`config.mk`:
```
export PLATFORM = sky130hd
export DESIGN_NAME = muldiv_unit
export DESIGN_NICKNAME = d
export VERILOG_FILES = /design/src/rtl/mj32_pkg.sv /design/src/rtl/muldiv_unit.sv
export SDC_FILE = /design/constraint.sdc
export NUM_CORES = 1
export LEC_CHECK = 0
export ABC_CLOCK_PERIOD_IN_PS = 16950
export CAP_MARGIN = 20
export CORE_MARGIN = 4
export CORE_UTILIZATION = 47
export DETAILED_ROUTE_END_ITERATION = 8
export PLACE_DENSITY = 0.66
export REMOVE_ABC_BUFFERS = 1
export SYNTH_ARGS = -nofsm -noshare
export SYNTH_HDL_FRONTEND = slang
export SYNTH_SLANG_ARGS = --single-unit
export TNS_END_PERCENT = 5
```
`constraint.sdc`:
```
create_clock -name C -period 16.95 [get_ports C]
set_input_delay 2.5425 -clock C [delete_from_list [all_inputs] [get_ports C]]
set_output_delay 2.5425 -clock C [all_outputs]
set_load 0.02 [all_outputs]
```
`src/rtl/mj32_pkg.sv`:
```
// Shared constants for the iterative RV32M multiply/divide unit:
// funct3 opcodes, FSM state encoding and operand signedness decode.
package mj32_pkg;

  localparam int XLEN_DEF = 32;

  localparam logic [2:0] MD_MUL    = 3'b000;
  localparam logic [2:0] MD_MULH   = 3'b001;
  localparam logic [2:0] MD_MULHSU = 3'b010;
  localparam logic [2:0] MD_MULHU  = 3'b011;
  localparam logic [2:0] MD_DIV    = 3'b100;
  localparam logic [2:0] MD_DIVU   = 3'b101;
  localparam logic [2:0] MD_REM    = 3'b110;
  localparam logic [2:0] MD_REMU   = 3'b111;

  localparam logic [1:0] ST_IDLE = 2'd0;
  localparam logic [1:0] ST_CALC = 2'd1;
  localparam logic [1:0] ST_FIX  = 2'd2;
  localparam logic [1:0] ST_DONE = 2'd3;

  // Returns {op_a is signed, op_b is signed} for a funct3 code.
  function automatic logic [1:0] op_signs(input logic [2:0] f3);
    case (f3)
      MD_MUL, MD_MULH, MD_DIV, MD_REM: op_signs = 2'b11;
      MD_MULHSU:                       op_signs = 2'b10;
      default:                         op_signs = 2'b00;
    endcase
  endfunction

endpackage

```
`src/rtl/muldiv_unit.sv`:
```
// Iterative RV32M multiply/divide unit: one radix-2 step per cycle on operand
// magnitudes, sign fix-up at the end, single register_file write on done.
module muldiv_unit
  import mj32_pkg::*;
#(
  parameter int XLEN = XLEN_DEF
) (
  input  logic            C,
  input  logic            rst,
  input  logic            start,
  input  logic [2:0]      funct3,
  input  logic [XLEN-1:0] op_a,
  input  logic [XLEN-1:0] op_b,
  input  logic [4:0]      rd_in,
  input  logic            kill,
  output logic            busy,
  output logic            done,
  output logic [XLEN-1:0] result,
  output logic [4:0]      rd_out,
  output logic            we_out,
  output logic [1:0]      dbg_state
);

  // Handshake: start is taken on any edge where busy=0 and kill=0 (IDLE or
  // DONE); done/we_out pulse high for exactly one cycle per accepted, unkilled op.

  localparam int CW = $clog2(XLEN);
  localparam logic [CW-1:0] LAST = CW'(XLEN - 1);

  logic [1:0]        state;
  logic [CW-1:0]     count;
  logic [2:0]        op_q;
  logic [4:0]        rd_q;
  logic              sa_q, sb_q;
  logic              div0_q, ovf_q;
  logic [XLEN-1:0]   mag_a, mag_b;
  // Multiply: running product. Divide: {remainder, dividend/quotient}.
  logic [2*XLEN-1:0] acc;

  logic [1:0]        signs_in;
  logic              sa_in, sb_in, accept;
  logic [XLEN-1:0]   mag_a_in, mag_b_in;
  logic              div0_in, ovf_in;

  always_comb begin
    signs_in = op_signs(funct3);
    sa_in    = signs_in[1] & op_a[XLEN-1];
    sb_in    = signs_in[0] & op_b[XLEN-1];
    mag_a_in = sa_in ? -op_a : op_a;
    mag_b_in = sb_in ? -op_b : op_b;
    div0_in  = (op_b == '0);
    ovf_in   = (funct3 == MD_DIV || funct3 == MD_REM) &&
               (op_a == {1'b1, {(XLEN-1){1'b0}}}) && (op_b == '1);
    accept   = start && !kill;
  end

  logic [XLEN:0]     mul_sum;
  logic [2*XLEN-1:0] mul_next;
  logic [XLEN:0]     div_trial, div_diff;
  logic [2*XLEN-1:0] div_next;

  always_comb begin
    mul_sum  = {1'b0, acc[2*XLEN-1:XLEN]} + (acc[0] ? {1'b0, mag_a} : '0);
    mul_next = {mul_sum, acc[XLEN-1:1]};
    div_trial = {acc[2*XLEN-1:XLEN], acc[XLEN-1]};
    div_diff  = div_trial - {1'b0, mag_b};
    if (!div_diff[XLEN])
      div_next = {div_diff[XLEN-1:0], acc[XLEN-2:0], 1'b1};
    else
      div_next = {div_trial[XLEN-1:0], acc[XLEN-2:0], 1'b0};
  end

  logic [2*XLEN-1:0] prod_fix;
  logic [XLEN-1:0]   quo_fix, rem_fix, fix_val;

  always_comb begin
    prod_fix = (sa_q ^ sb_q) ? -acc : acc;
    quo_fix  = (sa_q ^ sb_q) ? -acc[XLEN-1:0] : acc[XLEN-1:0];
    rem_fix  = sa_q ? -acc[2*XLEN-1:XLEN] : acc[2*XLEN-1:XLEN];
    // Special cases were decided at issue; they override the iterated value.
    if (div0_q) begin
      quo_fix = '1;
      rem_fix = sa_q ? -mag_a : mag_a;
    end else if (ovf_q) begin
      quo_fix = {1'b1, {(XLEN-1){1'b0}}};
      rem_fix = '0;
    end
    case (op_q)
      MD_MUL:                      fix_val = prod_fix[XLEN-1:0];
      MD_MULH, MD_MULHSU, MD_MULHU: fix_val = prod_fix[2*XLEN-1:XLEN];
      MD_DIV, MD_DIVU:             fix_val = quo_fix;
      default:                     fix_val = rem_fix;
    endcase
  end

  always_ff @(posedge C or posedge rst) begin
    if (rst) begin
      state  <= ST_IDLE;
      count  <= '0;
      op_q   <= '0;
      rd_q   <= '0;
      sa_q   <= 1'b0;
      sb_q   <= 1'b0;
      div0_q <= 1'b0;
      ovf_q  <= 1'b0;
      mag_a  <= '0;
      mag_b  <= '0;
      acc    <= '0;
      result <= '0;
      rd_out <= '0;
    end else begin
      case (state)
        ST_IDLE, ST_DONE: begin
          if (accept) begin
            state  <= ST_CALC;
            count  <= '0;
            op_q   <= funct3;
            rd_q   <= rd_in;
            sa_q   <= sa_in;
            sb_q   <= sb_in;
            div0_q <= div0_in;
            ovf_q  <= ovf_in;
            mag_a  <= mag_a_in;
            mag_b  <= mag_b_in;
            acc    <= funct3[2] ? {{XLEN{1'b0}}, mag_a_in} : {{XLEN{1'b0}}, mag_b_in};
          end else begin
            state <= ST_IDLE;
          end
        end
        ST_CALC: begin
          if (kill) begin
            state <= ST_IDLE;
          end else begin
            acc   <= op_q[2] ? div_next : mul_next;
            count <= count + 1'b1;
            if (count == LAST) state <= ST_FIX;
          end
        end
        ST_FIX: begin
          if (kill) begin
            state <= ST_IDLE;
          end else begin
            result <= fix_val;
            rd_out <= rd_q;
            state  <= ST_DONE;
          end
        end
        default: state <= ST_IDLE;
      endcase
    end
  end

  assign busy      = (state == ST_CALC) || (state == ST_FIX);
  assign done      = (state == ST_DONE);
  assign we_out    = done;
  assign dbg_state = state;

endmodule

```
Run 1, placed cells, one colour a class:
Bar = 50 microns.
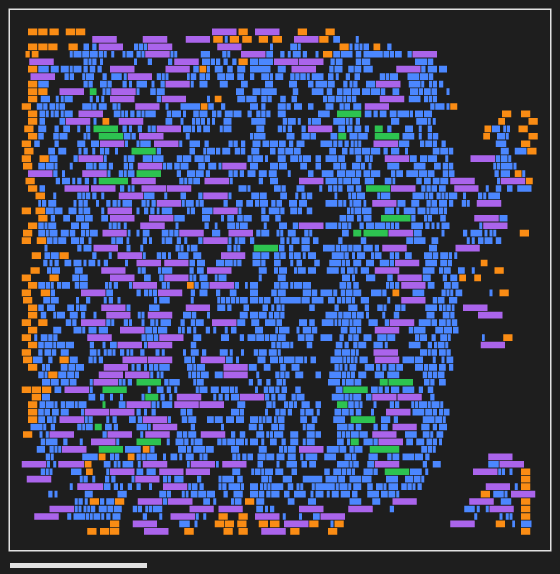
[remaining buffers and delay cells] orange | cells: 139
[remaining logic cells] blue | cells: 1808
[clock drivers and dummy loads] green | cells: 30
[registers] purple | cells: 184
Final Instance Area: 18800 sq um
Util after Layout: 0.538

Run 1, wiring by layer:
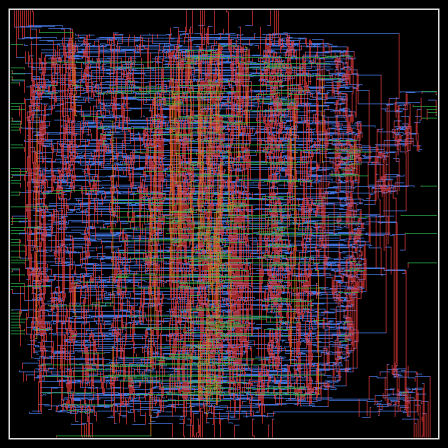
[M4] orange | wire length: 2190 microns
[M3] green | wire length: 5120 microns
[M2] red | wire length: 25.6 mm
[M1] blue | wire length: 25.0 mm

Run 1, congestion heat map:
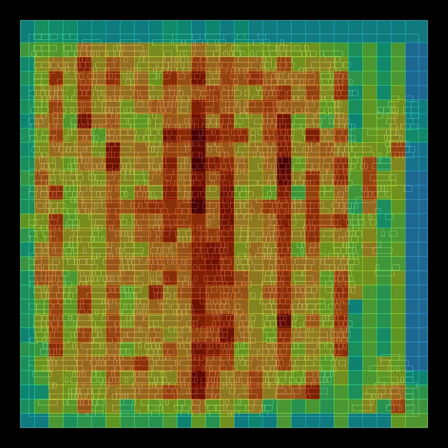
Total GRT Usage: 0.291
grt met3 use: 0.0476
GR Layer Usage met2: 0.454
busiest grt layer: met2
drt wl/cell: 22.1 microns

==> flow_summary.toml, run 1 <==
# physical design summary
[outcome]
outcome = "finished, final reports clean"

[job]
tool_warnings = 30
drv_cap = 0

[detailed_routing]
avgViaCountPerCell = 6.31
drt_iter0_drc = 1853
finalWirelength_mm = 57.9
ant_nets = 0
num_vias = 16500
drc = 0
dr.pass1.iters = 8

[synthesis]
synthMuxAreaShare = 0.0422
synthesis.area_sq_um = 16800
ff_type = "dfrtp_1"
synthXorXnorAreaFrac = 0.118
async_flop_share = 1.00
edf_count = 0
yosys.area_share.simple = 0.197
ys.flops = 184
yosysUniqueCellTypes = 79
synth.avg_cell_area_sq_um = 7.83
synth_cells = 2144
yosysWarnings = 0
logic_family = "AND-OR/OR-AND gates"
ys_cells = 2144
synth_seq_share = 0.274
ys_sh_aoi = 0.257
ys_sh_adder = 0.0583
ys_chip_area_sq_um = 16800

[sta]
finalClockSkew_ps = 10.5
setup_viol = 0
layout_setup_ws_ps = 11260
max_freq_mhz = 176
min_period_ps = 5690
finalClockPeriodUsage = 0.336
rsz0062_at_grt = "false"
worstMarginPinSlew_ps = 1010
max_slew_margin = 0.328
slew_viol_final = 0
hold_violations = 0
fin_tns_setup_ps = 0

[global_route]
grt_pass1_vias = 15500
grt_pass1_wl_mm = 89.6
grt_max_degree = 127
antenna_found_initial = 0
gr-total-overflow = 0

[clock_tree]
cts_resized = 0
post_cts_buffers = 0
clk_path_buf_depth = 2
cts_tree = "built"
cts_root_buffer = "clkbuf_16"
clk_latency_ps = 450
clkTransAtPathRegs_ps = 70
cts_buffers = 17
clkSinkCount = 184
ctsHtreeMaxLevel = 4
cts_hold_buf = 0

[power]
vdd_drop_max_mv = 0.0764
pwr_density_cell_nw_per_um2 = 107
leakagePower_nw = 7.83

[place]
place_hpwl_mm = 43.0
globalplace.congestion = 0.994
pre_cts_ws_ps = 10800
portBuffers = 117

[finish]
drive_gt1_frac = 0.0588
final_cell_mix = "220 x nand2_1, 190 x o21ai_0, 182 x nor2_1, 182 x dfrtp_1, 179 x a21oi_1"
n_antenna_cell = 0
synthToLayoutAreaGrowth_pct = 11.7
lay_top_count = "nand2_1"
nNetsFinal = 2303

[floorplanning]
chip_area_sq_um = 38800
die_w_microns = 197
io-pin-count = 118
die_height_microns = 197
coreArea_sq_um = 34900
fp-utilization = 0.481
row_count = 68

[setup_path]
critPathKind = "input port to flop"
critPathMaxFanout = 6
end_kind = "flop"
required_ps = 17320
cp.arrival_ps = 6060
worst_setup_path_start_kind = "input port"

[hold_path]
hold_class = "flop to flop"
run 1: through the flow:
stage	cell area, sq um	cells	power, mW	hold slack, ps
6_report	18800	2616	2.01	468
5_1_grt	18800	2616	2.13	491
4_1_cts	18800	2616	1.99	474
2_1_floorplan	16200	1992	1.26	433
3_3_place_gp	18200	2586	1.54	438
3_5_place_dp	18200	2586	1.55	455
run 1: layer usage:
metal	vias to the layer above	global-route usage	part of all wire	wire, microns
met5	-	0	0	0
met4	0	0.109	0.038	2190
met3	135	0.0476	0.088	5120
met2	817	0.454	0.44	25600
met1	7812	0.408	0.43	25000
li1	7742	-	-	-
run 1: cells by family after synthesis:
family                     Yosys count
and+or+nand+nor                    683
AOI/OAI and AO/OA                  676
buffers and inverters              230
muxes                               67
adders and majority gates           77
xor gates and xnor gates           227
DFF                                184
run 1: registers in the layout, summed over array words and instances (netlist names):
| signal | flops |
|---|---|
| rd_q | 5 |
| mag_b | 32 |
| op_q | 3 |
| count | 5 |
| sb_q | 1 |
| ovf_q | 1 |
| result | 32 |
| mag_a | 32 |
| sa_q | 1 |
| div0_q | 1 |
| rd_out | 5 |
| dbg_state | 2 |
| acc | 64 |
run 1: power breakdown:
group,internal (mW),switching [mW],leakage (nW)
Sequential,0.514,0.132,2.29
Combinational,0.371,0.565,5.25
Clock,0.238,0.195,0.289
Total,1.12,0.892,7.83
run 1: Yosys cell counts (11+ instances only):
cell type	count	area, sq um
a211oi_1	46	345
a21o_1	30	225
a21oi_1	180	901
a221oi_1	48	420
a22oi_1	11	82.6
a31oi_1	18	113
and2_1	39	244
and3_1	11	68.8
buf_1	12	45.0
clkbuf_1	128	480
dfrtp_1	184	4600
ha_1	75	938
inv_1	78	293
mux2_2	30	338
mux2i_1	37	370
nand2_1	220	826
nand2b_1	22	138
nand3_1	28	140
nand4_1	14	87.6
nor2_1	184	691
nor3_1	48	240
nor4_1	20	125
o211ai_1	22	165
o21a_1	12	90.1
o21ai_0	190	951
o31ai_1	36	270
o41ai_1	16	140
or2_2	11	68.8
or3_1	18	113
or4_1	24	180
xnor2_1	144	1260
xor2_1	83	727
run 1: worst max-delay path: stages:
cell and delay [ps]:
clkdlybuf4s50_1 550, or4_1 580, or4b_1 620, nand3b_1 300
or3_1 450, o41ai_1 320, xnor2_1 190, nor2_1 60
a211oi_1 240, a21oi_1 60, o21ai_1 130
run 1: final timing paths:
path	from	endpoint	slack, ps	cells after the start
worst min-delay path	rd_q[2]	rd_out[2]	470	2
min in group asynchronous	rst	rd_out[1]	2590	2
worst max-delay path	op_b[8]	acc[30]	11260	11
worst max register to register	acc[0]	acc[61]	12340	15
max in group asynchronous	rst	mag_b[29]	12980	3
worst min register to register	rd_q[2]	rd_out[2]	470	2
run 1: area by class of cell:
class,count,area (sq um)
Inverter,78,300
Multi-Input combinational cell,1730,11400
Clock buffer,19,443
Clock inverter,11,160
Fill cell,3287,16100
Sequential cell,184,4610
Timing Repair Buffer,139,1330
Tap cell,455,569
Run 1, clock wires, drivers and flops:
Bar = 50 microns.
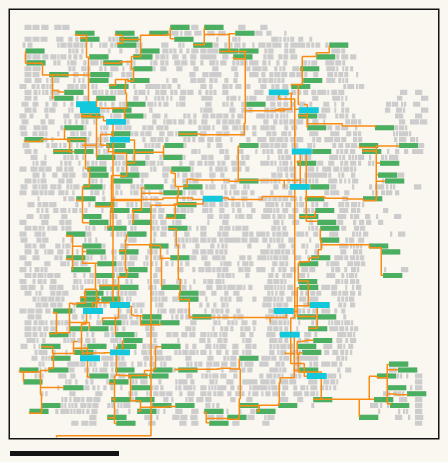

==> run 1 -> run 2 <==
ABC_CLOCK_PERIOD_IN_PS = 5900   (was 16950)
clock period = 5.9 ns   (was 16.95 ns; I/O delays follow)
Run 2, clock wires, drivers and flops:
Bar = 50 microns.
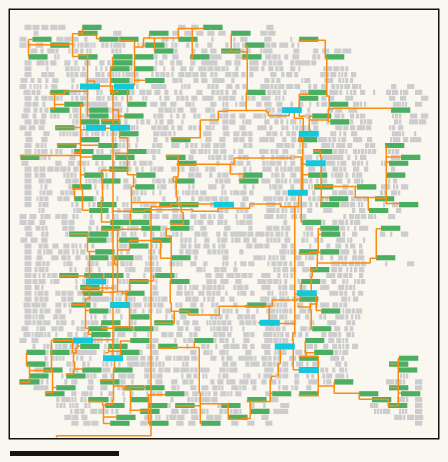
[flip-flops] green | count: 184
[clock wires] orange | length: 2820 microns
[clock-net drivers] cyan | count: 17
routed clock nets: 18
flops lie: spread over the die

==> run 2 against run 1 <==
Global-route usage up 0.39 points; clock skew up 4.5 ps; core utilization up 0.16 points; clock power rose to 3.1 times the previous value; sequential share of layout area down 0.075 points; clock-buffer cell count unchanged; flip-flop count unchanged; area after synthesis unchanged; wire length up 1.7%; total power rose to 2.9 times the previous value; hold slack about the same; cell count unchanged.
==> flow_summary.toml, run 2 <==
# physical design summary
[clock_tree]
clk_latency_ps = 460
clk_path_buf_depth = 2
clkTransAtPathRegs_ps = 80
cts_root_buffer = "clkbuf_16"
ctsHtreeMaxLevel = 4
clkSinkCount = 184
post_cts_buffers = 0
cts_resized = 0

[sta]
finalClockSkew_ps = 15.0
rsz0062_at_grt = "false"
slew_viol_final = 0
hold_violations = 0
layout_setup_ws_ps = 1430
setup_viol = 0
max_slew_margin = 0.354
min_period_ps = 4470
worstMarginPinSlew_ps = 970

[global_route]
grt_usage = 0.295
grt_max_degree = 101
grtUsageMet1 = 0.420
grt.met2_usage = 0.459
grt_pass1_wl_mm = 90.4
grt_pass1_vias = 15500
grt.busiest_layer = "met2"

[finish]
drive_gt1_frac = 0.0588
fin_area_sq_um = 18800
synthToLayoutAreaGrowth_pct = 12.1
final_cell_mix = "220 x nand2_1, 190 x o21ai_0, 182 x nor2_1, 182 x dfrtp_1, 179 x a21oi_1"
lay_top_count = "nand2_1"

[power]
leakagePower_nw = 7.86
total_power_mw = 5.91
vdd_drop_max_mv = 0.238

[floorplanning]
die_w_microns = 197
io-pin-count = 118
row_count = 68
fp-utilization = 0.481

[setup_path]
cp.arrival_ps = 4800
worst_setup_path_start_kind = "flop"
end_kind = "flop"
critPathMaxFanout = 36
required_ps = 6230

[detailed_routing]
dr.pass1.iters = 6
avgViaCountPerCell = 6.37
finalWirelength_mm = 58.8
drt_iter0_drc = 1991
num_vias = 16700
routedWlPerCell_microns = 22.5

[job]
tool_warnings = 30
drv_cap = 0

[synthesis]
ys_cells = 2144
synthTopCellsByArea = "dfrtp_1 27%, xnor2_1 7.5%, o21ai_0 5.7%"
synthesis.area_sq_um = 16800
ys_chip_area_sq_um = 16800
common_cells = "220 x nand2_1, 190 x o21ai_0, 184 x dfrtp_1, 184 x nor2_1, 180 x a21oi_1"
yosysWarnings = 0
yosysTopAreaCell = "dfrtp_1"
synth_top_area_share = 0.274
synth_cells = 2144
ys.flops = 184

[place]
place_hpwl_mm = 43.7
globalplace.congestion = 0.989

[hold_path]
hold_class = "flop to flop"

[outcome]
outcome = "finished, final reports clean"
## run 2: cell counts after synthesis
Identical to the previous run, type by type.
## run 2: worst paths after layout
check | slack (ps) | depth (start not counted) | endpoint | start
worst min-delay path | 470 | 2 | rd_out[2] | rd_q[2]
worst min register to register | 470 | 2 | rd_out[2] | rd_q[2]
worst max register to register | 1430 | 15 | acc[59] | acc[0]
worst max-delay path | 1430 | 15 | acc[59] | acc[0]
max in group asynchronous | 3790 | 3 | mag_a[31] | rst
min in group asynchronous | 940 | 2 | rd_q[3] | rst
## run 2: kinds of logic (layout without fill, tap and decap cells)
group | count (synthesis) | count (layout) | share of synthesized area
simple gates | 683 | 683 | 0.197
compound gates | 676 | 676 | 0.257
buf+inv | 230 | 247 | 0.0536
xor+xnor | 227 | 227 | 0.118
flops | 184 | 184 | 0.274
fa+ha+maj | 77 | 77 | 0.0583
mux | 67 | 67 | 0.0422
## run 2: stage by stage
step           cells  TNS [ps]   util
6_report        2616         0  0.540
5_1_grt         2616         0  0.540
4_1_cts         2616         0  0.540
3_5_place_dp    2585         0  0.521
3_3_place_gp    2585         0  0.521
2_1_floorplan   1992     -1830      -
## run 2: critical path, stage by stage, from the launching register on
cell      delay [ps]
dfrtp_1          980
inv_1            200
nor2_1           150
ha_1             240
inv_1             80
fa_1             410
nand2b_1         200
a21oi_1          200
o211ai_1         220
o21ai_0          350
o21a_1           260
nor4b_1           90
o41ai_1          610
xor2_1           150
nand2_1          100
o211ai_1          80
## run 2: per-layer routing
metal  vias up  share of wire
li1       7744              -
met1      7897           0.43
met2       904           0.44
met3       118          0.087
met4         0          0.036
met5         -              0
## run 2: power by group
group	internal [mW]	switching, mW	leakage, nW
clock network	0.773	0.568	0.323
logic	1.07	1.64	5.25
registers	1.48	0.385	2.29
## run 2: final cells by class
class | count | area [sq um]
fillers | 3381 | 16100
well taps | 455 | 569
clock buffers | 19 | 443
repair buffers | 138 | 1340
inverters | 78 | 300
clock inverters | 12 | 213
multi-input cells | 1730 | 11400
flip-flops and latches | 184 | 4610
No activity file was given, so power comes from the tool's default toggle rates.
